### config.mk
export PLATFORM = sky130hd
export DESIGN_NAME = ram256_arbiter
export DESIGN_NICKNAME = d
export VERILOG_FILES = /design/src/rtl/ram256_arbiter.sv
export SDC_FILE = /design/constraint.sdc
export NUM_CORES = 1
export LEC_CHECK = 0
export CORE_ASPECT_RATIO = 1.4
export CORE_MARGIN = 2
export CORE_UTILIZATION = 30
export DETAILED_ROUTE_END_ITERATION = 7
export DONT_BUFFER_PORTS = 1
export PLACE_DENSITY = 0.53
export SLEW_MARGIN = 0
export SYNTH_ARGS = -nofsm -noshare
export SYNTH_HDL_FRONTEND = slang
export SYNTH_SLANG_ARGS = --single-unit
### constraint.sdc
create_clock -name clk -period 4.35 [get_ports clk]
set_input_delay 1.305 -clock clk [delete_from_list [all_inputs] [get_ports clk]]
set_output_delay 1.305 -clock clk [all_outputs]
set_load 0.005 [all_outputs]
### src/rtl/ram256_arbiter.sv
// ram256_arbiter
//   Round-robin access controller for the 256x32 word RAM (four 64-word banks
//   selected by addr[7:6]; no decoding here, all 8 address bits pass through).
//   Two requesters issue single-word reads/writes. They are serialized onto the
//   RAM's single Address/Din/RW port. Read data is captured after READ_LAT
//   cycles, and each transaction completes with a one-cycle ack to its owner.
//
// Parameters
//   READ_LAT   cycles from RAM seeing a read address to Dout valid (1..3)
//
// Ports
//   clk, rst_n                 clock, synchronous active-low reset
//   pN_req/we/addr/wdata       request N (held with stable fields until ack)
//   pN_ack                     one-cycle completion pulse for requester N
//   pN_rdata                   read data, valid in ack cycle, held until next read
//   ram_addr/ram_din/ram_rw    RAM command (ram_rw: 1 = read, 0 = write)
//   ram_dout                   RAM read data
//   busy                       high whenever the controller is not idle

// Per-requester completion state: ack pulse and sticky read data.
module ram256_arb_port (
  input  logic        clk,
  input  logic        rst_n,
  input  logic        sel,    // this port owns the current transaction
  input  logic        fin,    // transaction enters DONE at this edge
  input  logic        cap,    // ram_dout is valid at this edge (last WAIT cycle)
  input  logic [31:0] dout,
  output logic        ack,
  output logic [31:0] rdata
);
  always_ff @(posedge clk) begin
    if (!rst_n) begin
      ack   <= 1'b0;
      rdata <= '0;
    end else begin
      ack <= fin & sel;
      if (cap && sel) rdata <= dout;
    end
  end
endmodule

module ram256_arbiter #(
  parameter int READ_LAT = 1
) (
  input  logic        clk,
  input  logic        rst_n,
  input  logic        p0_req,
  input  logic        p0_we,
  input  logic [7:0]  p0_addr,
  input  logic [31:0] p0_wdata,
  output logic        p0_ack,
  output logic [31:0] p0_rdata,
  input  logic        p1_req,
  input  logic        p1_we,
  input  logic [7:0]  p1_addr,
  input  logic [31:0] p1_wdata,
  output logic        p1_ack,
  output logic [31:0] p1_rdata,
  output logic [7:0]  ram_addr,
  output logic [31:0] ram_din,
  output logic        ram_rw,
  input  logic [31:0] ram_dout,
  output logic        busy
);
  localparam int NUM_PORTS = 2;

  typedef enum logic [1:0] {IDLE, ISSUE, WAIT, DONE} state_t;

  typedef struct packed {
    logic        we;
    logic [7:0]  addr;
    logic [31:0] wdata;
  } req_t;

  state_t                       state;
  logic                         ptr;     // preferred port when both request
  logic                         win;     // owner of the in-flight transaction
  logic                         cur_we;
  logic [1:0]                   cnt;     // read latency countdown
  logic [NUM_PORTS-1:0]         req_v;
  req_t [NUM_PORTS-1:0]         preq;
  logic                         nxt_win;
  logic                         fin;
  logic                         cap;
  logic [NUM_PORTS-1:0]         ack_v;
  logic [NUM_PORTS-1:0][31:0]   rdata_v;

  assign req_v   = {p1_req, p0_req};
  assign preq[0] = {p0_we, p0_addr, p0_wdata};
  assign preq[1] = {p1_we, p1_addr, p1_wdata};

  // Lone requester wins outright; a tie goes to the pointer.
  assign nxt_win = (&req_v) ? ptr : req_v[1];

  // Edge that moves the FSM into DONE; the last WAIT edge also carries read data.
  assign cap = (state == WAIT) && (cnt == 2'd1);
  assign fin = ((state == ISSUE) && cur_we) || cap;

  always_ff @(posedge clk) begin
    if (!rst_n) begin
      state    <= IDLE;
      ptr      <= 1'b0;
      win      <= 1'b0;
      cur_we   <= 1'b0;
      cnt      <= '0;
      ram_addr <= '0;
      ram_din  <= '0;
      ram_rw   <= 1'b1;
      busy     <= 1'b0;
    end else begin
      unique case (state)
        IDLE: begin
          if (|req_v) begin
            win      <= nxt_win;
            cur_we   <= preq[nxt_win].we;
            ram_addr <= preq[nxt_win].addr;
            ram_din  <= preq[nxt_win].wdata;
            ram_rw   <= ~preq[nxt_win].we;
            busy     <= 1'b1;
            state    <= ISSUE;
          end
        end
        ISSUE: begin
          // A write commits on the edge ending ISSUE; drop back to read right away.
          ram_rw <= 1'b1;
          if (cur_we) begin
            ptr   <= ~win;
            state <= DONE;
          end else begin
            cnt   <= 2'(READ_LAT);
            state <= WAIT;
          end
        end
        WAIT: begin
          cnt <= cnt - 2'd1;
          if (cnt == 2'd1) begin
            ptr   <= ~win;
            state <= DONE;
          end
        end
        DONE: begin
          busy  <= 1'b0;
          state <= IDLE;
        end
        default: state <= IDLE;
      endcase
    end
  end

  for (genvar i = 0; i < NUM_PORTS; i++) begin : g_port
    ram256_arb_port u_port (
      .clk   (clk),
      .rst_n (rst_n),
      .sel   (win == 1'(i)),
      .fin   (fin),
      .cap   (cap),
      .dout  (ram_dout),
      .ack   (ack_v[i]),
      .rdata (rdata_v[i])
    );
  end

  assign p0_ack   = ack_v[0];
  assign p1_ack   = ack_v[1];
  assign p0_rdata = rdata_v[0];
  assign p1_rdata = rdata_v[1];
endmodule

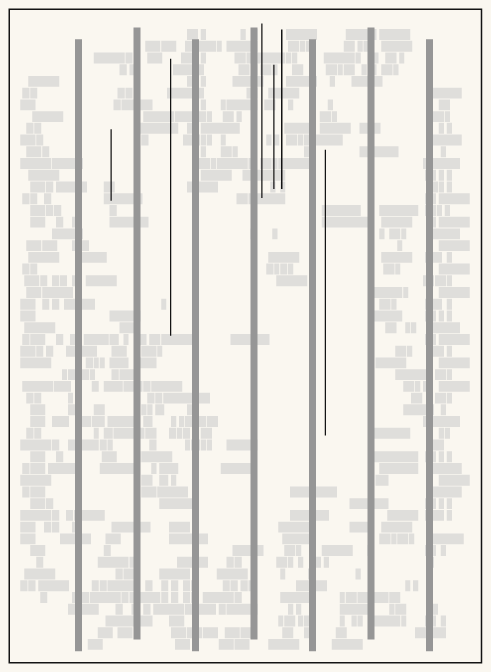
run_1/layer_met4.png
Supply wires on this layer in gray.
The longest straight run is 66.0 um. 5 nets have wire on it. The layer holds 2.2% of the routed length. The wires run mostly vertical.
Total Wirelength: 11600 um
routed vias: 3551

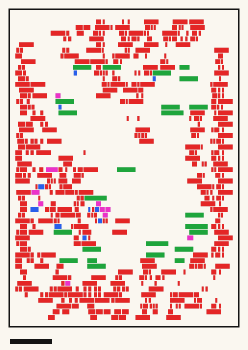
run_1/sizes.png
Bar = 20 um.
_2 cells: drawn in blue, cells 10. _3 and _4 cells: drawn in magenta, cells 10. _0 and _1 cells: drawn in red, cells 482. _6 and larger: drawn in green, cells 24.

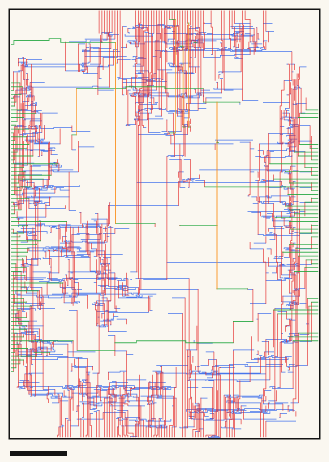
run_1/wires.png
Bar = 20 um.
metal 4: drawn in orange, wire length 252 um. metal 1: drawn in blue, wire length 4170 um. metal 3: drawn in green, wire length 951 um. metal 2: drawn in red, wire length 6180 um.
Global Route Usage Sum: 0.139
wire length per cell: 16.1 um

==> out/metrics.cfg, run 1 <==
[floorplanning]
io_pins = 226
die_x_um = 109
rows = 53
fp.dieH_um = 151
dieArea_mm2 = 0.0165
core_area_mm2 = 0.0151

[worst_hold_path]
hp-class = flip-flop to flip-flop
min_to = g_port[1].u_port.rdata[19]
hold_path.startpoint = g_port[1].u_port.rdata[19]

[finish]
fin_area_mm2 = 0.00538
syn_to_final_growth_pct = 15.8
n_antenna_cell = 0
drive_gt1_frac = 0.0837
fill_cells = 1500
layout.nets = 638

[synthesis]
synth_warnings = 0
fp_nets = 649
ys.flops = 115
synth_area_mm2 = 0.00464
synth_stat.cells = 524
yosysSeqAreaShare = 0.496
top_area_cell = dfxtp_1
area_leaders = dfxtp_1 50%, nand2_1 11%, mux2i_1 8.8%, a21boi_1 5.7%, a21oi_1 5.0%
netlist_instances = 524
yosysTopAreaCellShare = 0.496
synth.distinct_cells = 32
ys_area_mm2 = 0.00464

[setup_path]
path_cells = nor2_1 -> nor2_4 -> buf_4 -> o21ai_0 -> a21oi_1
worstSetupEndpointType = flip-flop
slowest_delay_ps = 820
crit_type = primary input to flip-flop
cp_max_fo = 61
slowest_stage = nor2_4
crit_end = ram_din[16]
r2r_setup_slack_ps = 2000
crit_path_start_kind = primary input
ff2ff_path_depth = 7
r2r_end = ram_din[16]
cp-startpoint = p1_req
cp_data_required_time_ps = 4680
r2r-start = state[0]

[global_routing]
grt_pass1_vias = 3508
gr-total-overflow = 0
grt_max_degree = 114

[clocking]
cts.sinks = 115
clkLatencyLatePin_ps = 400
max-clock-path-buffers = 2
cts_buffers = 17
postCtsSetupRepairBufs = 0
h-tree-depth = 4
root_buffer = clkbuf_16
postCtsResizedCells = 0

[power]
power.leakage_uw = 0.00208
power_density_mw_per_mm2 = 627
peakVddDrop_mv = 0.393

[timing]
rsz0062_at_grt = false
min_period_over_period = 0.563
worstMarginPinSlew_ps = 1070
skew_ps = 12.1
max_freq_mhz = 409
finalHoldViolCount = 0
slew_headroom = 0.283
setup_viol = 0
slew_violations = 0
fin_tns_setup_ps = 0

[run]
warnings = 33
max_cap_viol_count = 0

[placed_design]
io_buffers = 0
hpwl_um = 8060
place_congestion = 0.760

[route]
via_per_inst = 4.95
drt_iter0_drc = 131
drc_errors = 0
antenna_left = 0
first_pass_iters = 4

[status]
status = finished, final reports clean

[run 1: cell type report]
cell class | instances | area [um2] | area share
repair buffers | 6 | 45.0 | 0.00837
inverters | 8 | 30.0 | 0.00558
multi-input cells | 365 | 2130 | 0.396
well taps | 192 | 240 | 0.0447
clock buffers | 23 | 478 | 0.0889
clock inverters | 9 | 151 | 0.0281
flip-flops and latches | 115 | 2300 | 0.428
[run 1: metal layers]
metal	up-vias	GRT usage	wire [um]
met4	0	0.0654	251
met3	14	0.0534	951
li1	1755	-	-
met5	-	0	0
met2	149	0.256	6180
met1	1633	0.133	4170
[run 1: worst max-delay path: cells and delay by family]
kind / cells / cell delay (ps)
and+or+nand+nor: 2 / 880
AOI/OAI and AO/OA: 2 / 220
buffers and inverters: 1 / 360
[run 1: stage by stage]
stage | setup slack [ps] | total power, uW | utilization | hold slack (ps) | cells
after floorplan | 2120 | 1820 | - | 451 | 524
after global placement | 1580 | 1910 | 0.316 | 467 | 686
after detailed placement | 1490 | 1930 | 0.316 | 471 | 686
after CTS | 1920 | 3430 | 0.357 | 479 | 718
after global routing | 1710 | 3560 | 0.357 | 497 | 718
final | 1900 | 3370 | 0.357 | 473 | 718
[run 1: layout by cell type (no fill, tap or decap), types with 2 or more instances in the layout]
cell / netlist / final
a21boi_0: 29 / 29
a21boi_1: 35 / 35
a21oi_1: 46 / 46
buf_4: 0 / 6
bufinv_16: 0 / 4
clkbuf_1: 21 / 3
clkbuf_16: 0 / 17
clkbuf_8: 0 / 3
clkinv_2: 0 / 3
dfxtp_1: 115 / 115
ha_1: 7 / 7
inv_1: 7 / 7
mux2i_1: 41 / 41
nand2_1: 135 / 135
nand3_1: 2 / 2
nor2_1: 5 / 5
nor2_2: 2 / 2
nor2b_1: 4 / 4
o21ai_0: 45 / 45
[run 1: cells in the mapped netlist]
cell / instances
a211oi_1: 1
a21boi_0: 29
a21boi_1: 35
a21oi_1: 46
a32oi_1: 1
and2_1: 1
and4b_1: 1
buf_2: 10
buf_6: 4
clkbuf_1: 21
clkbuf_2: 1
dfxtp_1: 115
ha_1: 7
inv_1: 7
inv_2: 1
mux2_2: 1
mux2i_1: 41
nand2_1: 135
nand3_1: 2
nor2_1: 5
nor2_2: 2
nor2_4: 1
nor2b_1: 4
nor3_1: 1
nor3b_1: 1
o211a_1: 1
o21ai_0: 45
o21ai_4: 1
o21ba_2: 1
o22ai_1: 1
or2_2: 1
or3b_2: 1
[run 1: sequential cells by signal, indices dropped and copies added (netlist names)]
register             cells
ram_din                 32
busy                     1
cnt                      2
cur_we                   1
g_port.u_port.ack        2
state                    2
ram_addr                 8
g_port.u_port.rdata     64
ptr                      1
win                      1
ram_rw                   1
[run 1: report_power, final]
group / switching, uW / total, uW / internal [uW]
registers: 162 / 1410 / 1250
logic: 296 / 489 / 194
clock network: 467 / 1470 / 1000
total: 924 / 3370 / 2450
[run 1: kinds of logic after synthesis]
family,count (synthesis),share of synthesized area
AOI/OAI and AO/OA,161,0.214
buffers and inverters,44,0.0450
muxes,42,0.0908
and+or+nand+nor,155,0.135
adders and majority gates,7,0.0189
DFF,115,0.496
run_1/layer_met3.png
Bar = 20 um.
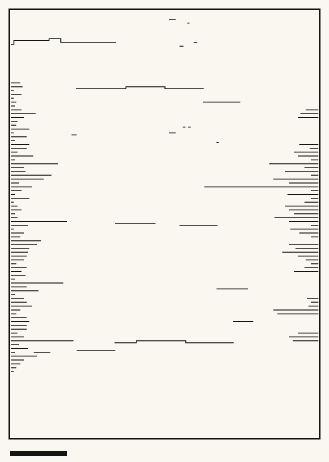

==> run 2, diff against run 1 <==
==> constraint.sdc (replaced) <==
create_clock -name clk -period 2.4 [get_ports clk]
set_input_delay 0.72 -clock clk [delete_from_list [all_inputs] [get_ports clk]]
set_output_delay 0.72 -clock clk [all_outputs]
set_load 0.005 [all_outputs]
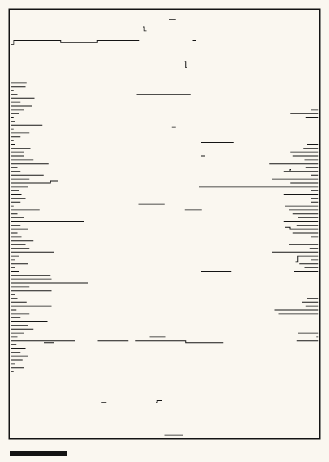
run_2/layer_met3.png
Bar = 20 um.
The layer holds 8.2% of the routed length. 130 nets have wire on it. The wires run mostly horizontal. The longest straight run is 41.8 um.

==> out/metrics.cfg, run 2 <==
[status]
status = finished, final reports clean

[finish]
largest_reg_flops = 64  ; unchanged
multiInputGateArea_mm2 = 0.00213  ; unchanged
layout_top_cells = 135 x nand2_1, 115 x dfxtp_1, 46 x a21oi_1
fill_cells = 1524  ; +1.6%
mostFrequentLayoutCell = nand2_1
layout.nets = 638  ; unchanged
fin_area_mm2 = 0.00543  ; +0.95%
regArea_mm2 = 0.00230  ; unchanged
n_antenna_cell = 0  ; unchanged
syn_to_final_growth_pct = 16.9
top_regs = g_port.u_port.rdata: 64 flops, ram_din: 32 flops, ram_addr: 8 flops
drive_gt1_frac = 0.0876  ; +0.00397
largest_register = g_port.u_port.rdata

[setup_path]
worstSetupEndpointType = flip-flop
cp_data_required_time_ps = 2720  ; -1960 ps
path_cells = inv_1 -> ha_1 -> nand2_1 -> nor2_2 -> buf_4 -> nand2_1 -> a21boi_0
crit_type = flip-flop to flip-flop
cp_max_fo = 32  ; -48%
crit_path_start_kind = flip-flop
crit_arrival_ps = 1990
slowest_stage = dfxtp_1
r2r_setup_slack_ps = 730  ; -1270 ps
cpMostUsedCell = nand2_1
cpLargestDelayFamily = buffers and inverters
path_buffers = 2  ; +1
slowest_delay_ps = 350  ; -470 ps

[clocking]
max-clock-path-buffers = 2  ; unchanged
postCtsResizedCells = 0  ; unchanged
clkSlewWorstSetupHoldPaths_ps = 60
hold_buffers = 0
cts_buffers = 17  ; unchanged
cts.sinks = 115  ; unchanged
cts_tree = built
root_buffer = clkbuf_16
postCtsSetupRepairBufs = 0  ; unchanged
h-tree-depth = 4  ; unchanged
clkLatencyLatePin_ps = 400  ; about the same

[power]
design_power_total_uw = 6280  ; +86%
power_density_mw_per_mm2 = 1160  ; +85%
peakVddDrop_mv = 0.510  ; +30%
power.leakage_uw = 0.00210  ; +1.1%

[floorplanning]
io_pins = 226  ; unchanged
dieArea_mm2 = 0.0165  ; unchanged
fp_util = 0.308
core_area_mm2 = 0.0151  ; unchanged
rows = 53  ; unchanged

[timing]
finalHoldViolCount = 0  ; unchanged
skew_ps = 10.8  ; -1.34 ps
slew_violations = 0  ; unchanged
setup_viol = 0  ; unchanged
min_period_over_period = 0.698
period_minus_slack_ps = 1670
rsz0062_at_grt = false
worstMarginPinSlew_ps = 387  ; -686 ps
max_freq_mhz = 597
slew_headroom = 0.742  ; +0.459
fin_tns_setup_ps = 0  ; unchanged

[route]
via_per_inst = 4.97  ; +0.51%
vias = 3564  ; +0.37%
antenna_left = 0  ; unchanged
drc_errors = 0  ; unchanged
drt_iter0_drc = 186  ; +42%
wl_per_cell_um = 16.8  ; +4.4%
first_pass_iters = 4  ; unchanged
totalWireLength_um = 12100  ; +4.3%

[synthesis]
synth_warnings = 0  ; unchanged
yosysSeqAreaShare = 0.496  ; unchanged
ys.flops = 115  ; unchanged
yosysTopAreaCellShare = 0.496  ; unchanged
netlist_instances = 524  ; unchanged
top_area_cell = dfxtp_1
top_cells_by_count = 135 x nand2_1, 115 x dfxtp_1, 46 x a21oi_1
ys_area_mm2 = 0.00464  ; unchanged
edf_count = 0  ; unchanged
synthArstFlopShare = 0  ; unchanged
fp_nets = 649  ; unchanged
synth_area_mm2 = 0.00464  ; unchanged
synth_area_per_cell_um2 = 8.86
area_leaders = dfxtp_1 50%, nand2_1 11%, mux2i_1 8.8%, a21boi_1 5.7%, a21oi_1 5.0%
synth.distinct_cells = 32  ; unchanged
synth_stat.cells = 524  ; unchanged
synthFlopType = dfxtp_1
top_cell = nand2_1

[placed_design]
dpl-instance-area_mm2 = 0.00477
place_congestion = 0.767  ; +0.93%
hpwl_um = 8150  ; +1.2%

[global_routing]
antenna_found_initial = 0
grt_usage = 0.145  ; +0.00644
use_met1 = 0.146  ; +0.0132
gr-total-overflow = 0  ; unchanged
met2_usage = 0.267  ; +0.0118
use_met3 = 0.0499  ; -0.00344
grt_pass1_vias = 3695  ; +5.3%
grt_pass1_wl_um = 18200
grt_max_degree = 114  ; unchanged
busiest_layer = met2

[run]
max_cap_viol_count = 0  ; unchanged
warnings = 33  ; unchanged

[worst_hold_path]
hp-class = primary input to flip-flop

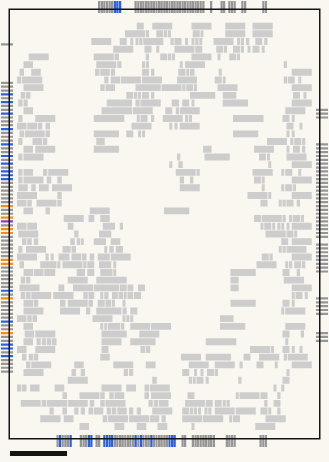
run_2/io_placement.png
Bar = 20 um. Pins as bars across the die edge, other pins in gray.
`p1_addr`: drawn in orange, pins 8, direction input, edge left. `ram_din`: drawn in blue, pins 32, direction output, edge 15 left, 14 bottom, 3 top. `busy`: drawn in purple, pins 1, direction output, edge left.
All pins by edge: 77 left, 59 bottom, 46 top, 44 right.
die width: 109 um
IO Port Bufs: 0
Chip Height: 151 um

## run 2: cell counts after synthesis
Identical to the previous run, type by type.
## run 2: area by class of cell
class | instances | area share
multi-input cells | 365 | 0.393
inverters | 8 | 0.00553
clock buffers | 19 | 0.0834
clock inverters | 12 | 0.0373
well taps | 192 | 0.0442
flip-flops and latches | 115 | 0.424
repair buffers | 6 | 0.0129
## run 2: cell families after synthesis
group                    after synthesis  synth area share
AND-OR/OR-AND                        161             0.214
AND/OR/NAND/NOR                      155             0.135
flip-flops                           115             0.496
buffers and inverters                 44            0.0450
multiplexers                          42            0.0908
adder cells (fa/ha/maj)                7            0.0189
## run 2: per-stage QoR
stage	worst slack [ps]	std cells	hold slack, ps	util
global placement	702	686	466	0.317
global route	464	717	432	0.361
finish	725	717	451	0.361
floorplan	753	524	451	-
CTS	678	717	429	0.361
detailed placement	657	686	469	0.317
## run 2: final timing paths
check,start,to,cells after the start
min,ram_dout[4],g_port[0].u_port.rdata[4],2
max,state[0],g_port[0].u_port.rdata[20],7
max reg2reg,state[0],g_port[0].u_port.rdata[20],7
min reg2reg,g_port[1].u_port.rdata[19],g_port[1].u_port.rdata[19],2
## run 2: metal layers
layer  vias to the layer above  share of wire
li1                       1752              -
met1                      1651           0.36
met2                       151           0.54
met3                        10          0.082
met4                         0          0.015
met5                         -              0
## run 2: worst reg2reg max path, delay by kind of cell (launching register included)
kind,cells,cell delay (ps)
compound gates,1,160
fa+ha+maj,1,260
buf+inv,2,490
flops,1,350
simple gates,3,340
## run 2: where the power goes
group	internal [uW]	switching [uW]
logic	374	545
clock network	1900	904
registers	2270	291
Power is estimated from default activity; no workload was simulated.
